### src/rtl/exp_series_gen.sv
// Table builder: streams E[k] = A*R^k (geometric) or E[k] = A + k*R (linear)
// as one address/data write per clock, with saturation flagging and abort.
module exp_series_gen #(
    parameter int DW   = 18,
    parameter int FRAC = 12,
    parameter int AW   = 9
) (
    input  logic          CLK,
    input  logic          RST,
    input  logic [DW-1:0] iA,
    input  logic [DW-1:0] iR,
    input  logic          iMode,
    input  logic [AW-1:0] iLen,
    input  logic          iStart,
    input  logic          iAbort,
    output logic [DW-1:0] oData,
    output logic [AW-1:0] oAddr,
    output logic          oWe,
    output logic          oBusy,
    output logic          oDone,
    output logic          oSat,
    output logic [1:0]    oState
);

    typedef enum logic [1:0] {
        IDLE = 2'd0,
        RUN  = 2'd1,
        DONE = 2'd2
    } state_t;

    localparam logic [DW-1:0] MAX_VAL = '1;

    state_t        state;
    state_t        stateNext;

    logic [DW-1:0] rReg;
    logic          modeReg;
    logic [AW-1:0] lastAddr;

    logic [2*DW-1:0] prod;
    logic [2*DW-1:0] prodShift;
    logic [DW:0]     sum;
    logic [DW-1:0]   stepData;
    logic            stepSat;

    logic [DW-1:0] dataNext;
    logic [AW-1:0] addrNext;
    logic          weNext;
    logic          busyNext;
    logic          doneNext;
    logic          satNext;
    logic          loadOps;

    assign oState = state;

    // One term per clock: the step is a single combinational multiply/add
    // feeding the oData register, which doubles as the running term E.
    always_comb begin
        prod      = {{DW{1'b0}}, oData} * {{DW{1'b0}}, rReg};
        prodShift = prod >> FRAC;
        sum       = {1'b0, oData} + {1'b0, rReg};
        stepData  = '0;
        stepSat   = 1'b0;
        if (modeReg) begin
            if (sum[DW]) begin
                stepData = MAX_VAL;
                stepSat  = 1'b1;
            end else begin
                stepData = sum[DW-1:0];
            end
        end else begin
            if (|prodShift[2*DW-1:DW]) begin
                stepData = MAX_VAL;
                stepSat  = 1'b1;
            end else begin
                stepData = prodShift[DW-1:0];
            end
        end
    end

    // Write handshake: a consumer takes (oAddr, oData) on every rising edge
    // where oWe is high; there is no back-pressure, and oAddr/oData simply
    // hold their last values while oWe is low.
    always_comb begin
        stateNext = state;
        dataNext  = oData;
        addrNext  = oAddr;
        weNext    = 1'b0;
        busyNext  = 1'b0;
        doneNext  = 1'b0;
        satNext   = oSat;
        loadOps   = 1'b0;
        case (state)
            IDLE: begin
                if (iStart) begin
                    stateNext = RUN;
                    loadOps   = 1'b1;
                    dataNext  = iA;
                    addrNext  = '0;
                    weNext    = 1'b1;
                    busyNext  = 1'b1;
                    satNext   = 1'b0;
                end
            end
            RUN: begin
                if (iAbort) begin
                    stateNext = IDLE;
                end else if (oAddr == lastAddr) begin
                    stateNext = DONE;
                    doneNext  = 1'b1;
                end else begin
                    dataNext = stepData;
                    addrNext = oAddr + 1'b1;
                    weNext   = 1'b1;
                    busyNext = 1'b1;
                    satNext  = oSat | stepSat;
                end
            end
            DONE: begin
                stateNext = IDLE;
            end
            default: begin
                stateNext = IDLE;
            end
        endcase
    end

    always_ff @(posedge CLK) begin
        if (RST) begin
            state    <= IDLE;
            rReg     <= '0;
            modeReg  <= 1'b0;
            lastAddr <= '0;
            oData    <= '0;
            oAddr    <= '0;
            oWe      <= 1'b0;
            oBusy    <= 1'b0;
            oDone    <= 1'b0;
            oSat     <= 1'b0;
        end else begin
            state <= stateNext;
            oData <= dataNext;
            oAddr <= addrNext;
            oWe   <= weNext;
            oBusy <= busyNext;
            oDone <= doneNext;
            oSat  <= satNext;
            if (loadOps) begin
                rReg    <= iR;
                modeReg <= iMode;
                // Length 0 wraps to all-ones, i.e. a full 2**AW-entry table.
                lastAddr <= iLen - 1'b1;
            end
        end
    end

endmodule
### config.mk
export PLATFORM = sky130hd
export DESIGN_NAME = exp_series_gen
export DESIGN_NICKNAME = d
export VERILOG_FILES = /design/src/rtl/exp_series_gen.sv
export SDC_FILE = /design/constraint.sdc
export NUM_CORES = 1
export LEC_CHECK = 0
export CORE_AREA = 2 2 238 146
export CTS_BUF_LIST = sky130_fd_sc_hd__clkbuf_16
export DETAILED_ROUTE_END_ITERATION = 16
export DIE_AREA = 0 0 240 148
export PLACE_DENSITY_LB_ADDON = 0.2
export REMOVE_ABC_BUFFERS = 1
export SLEW_MARGIN = 10
export SYNTH_ARGS = -nofsm -noshare
export SYNTH_HDL_FRONTEND = slang
export SYNTH_SLANG_ARGS = --single-unit
### constraint.sdc
create_clock -name CLK -period 14 [get_ports CLK]
set_input_delay 2.8 -clock CLK [delete_from_list [all_inputs] [get_ports CLK]]
set_output_delay 2.8 -clock CLK [all_outputs]
set_load 0.05 [all_outputs]
==> images/met1.png <==
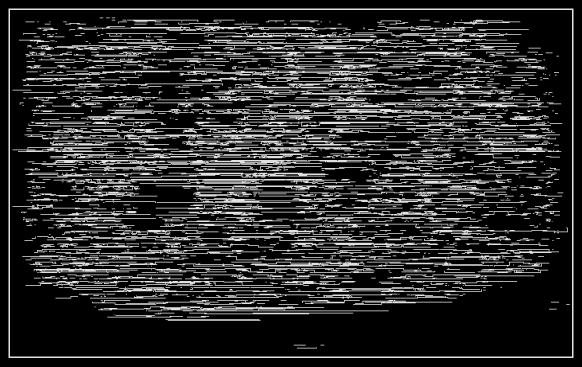
- wire length on this layer: 22.2 mm
- longest straight run: 81.9 microns
- nets with wire on the layer: 2,001
- main direction: horizontal
- share of all routed wire: 52%
Final Routed Wirelength: 43.0 mm
DR vias: 11,681

==> flow_summary_export.csv <==
group,metric,value,unit
finish,drive_above_1_share,2.96,%
setup_path,path_max_fanout,20,
final_timing,timing.hold.ws,0.461,ns
status,outcome,"complete, no violations",
logic_synthesis,enable_flop_cells,0,
power_and_ir_drop,cellInternalPower,0.528,mW
logic_synthesis,top_cell_area_share,36.0,%
power_and_ir_drop,seqPwrFrac,21.0,%
clock_network,cts_sinks,60,
setup_path,criticalPathCategory,"register to register",
detailed_routing,route.met2.wl,17.2,mm
final_timing,finalClockPeriodUsage,56.0,%
setup_path,startpoint,"oData[6]$_SDFFE_PP0P_",
grt,antenna_found_initial,0,
final_timing,report.final.slew_viol_count,0,
power_and_ir_drop,p_clk,0.216,mW
clock_network,clk_latency,0.33,ns
logic_synthesis,yosysTopAreaCell,"fa_1",
finish,final_cell_mix,"323 x inv_1, 280 x nand2_1, 255 x fa_1",
detailed_routing,ant_nets,0,
detailed_routing,highest_layer,"met4",
clock_network,clk_pin_slew,0.06,ns
setup_path,r2r-end,"oData[15]$_SDFFE_PP0P_",
logic_synthesis,top_cells_by_count,"323 x inv_1, 280 x nand2_1, 255 x fa_1",
logic_synthesis,postSynthSeqShare,8.47,%
power_and_ir_drop,power.density,67.5,nW/um^2
floorplan,initial_core_util,42.6,%
place,portBuffers,82,
setup_path,rr_startpoint,"oData[6]$_SDFFE_PP0P_",
setup_path,reg2reg_depth,21,
power_and_ir_drop,comb_power,0.622,mW
final_timing,slew_headroom,20.7,%
final_timing,tightest_slew,1.19,ns
clock_network,cts_setup_buffers,0,
place,preCtsSetupSlack,6.29,ns
detailed_routing,first_pass_iters,5,
floorplan,fp-row-count,52,
grt,grt_use_met3,4.69,%
grt,met1_usage,40.3,%
grt,grt.busiest_layer,"met1",
job,warning_count,25,
logic_synthesis,ys_cells,1715,
logic_synthesis,ys_chip_area,14200,sq um
place,routabilityCongestion,0.952,
logic_synthesis,async_flop_share,0,%
setup_path,rrSetupSlack,6.16,ns
power_and_ir_drop,power_leakage,7.57,nW
grt,grt_first_pass_wirelength,68.0,mm
==> images/met2.png <==
The bar under the picture is 50 microns long. Cells faint in the background.
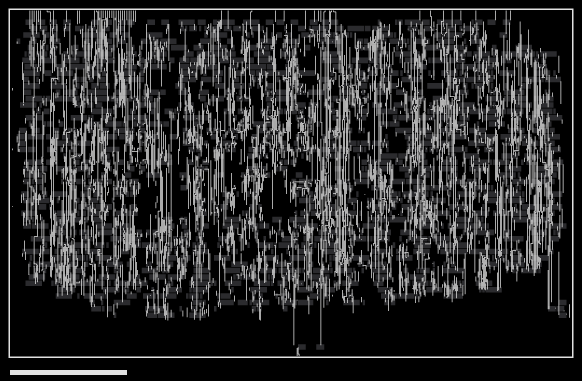
- nets with wire on the layer: 1,769
- main direction: vertical
- wire length on this layer: 17,200 microns

==> registers in the layout (all words and copies together) (netlist names) <==
register and count:
oData 18, oAddr 9, oBusy 1, oDone 1, oSat 1, modeReg 1, oState 2, rReg 18
lastAddr 9
==> area by class of cell <==
class	count	area [sq um]
clock buffer	9	225
clock inverter	7	57.6
fill	3342	17600
inverter	323	1210
multi-input combinational	1248	11400
sequential	60	1200
tap	459	574
timing repair buffer	108	1010
==> per-stage QoR <==
stage                     cells  cell area [sq um]
final                      2214              15700
after global routing       2214              15700
after CTS                  2214              15700
after detailed placement   2198              15400
after global placement     2198              15400
after floorplan            1631              13900
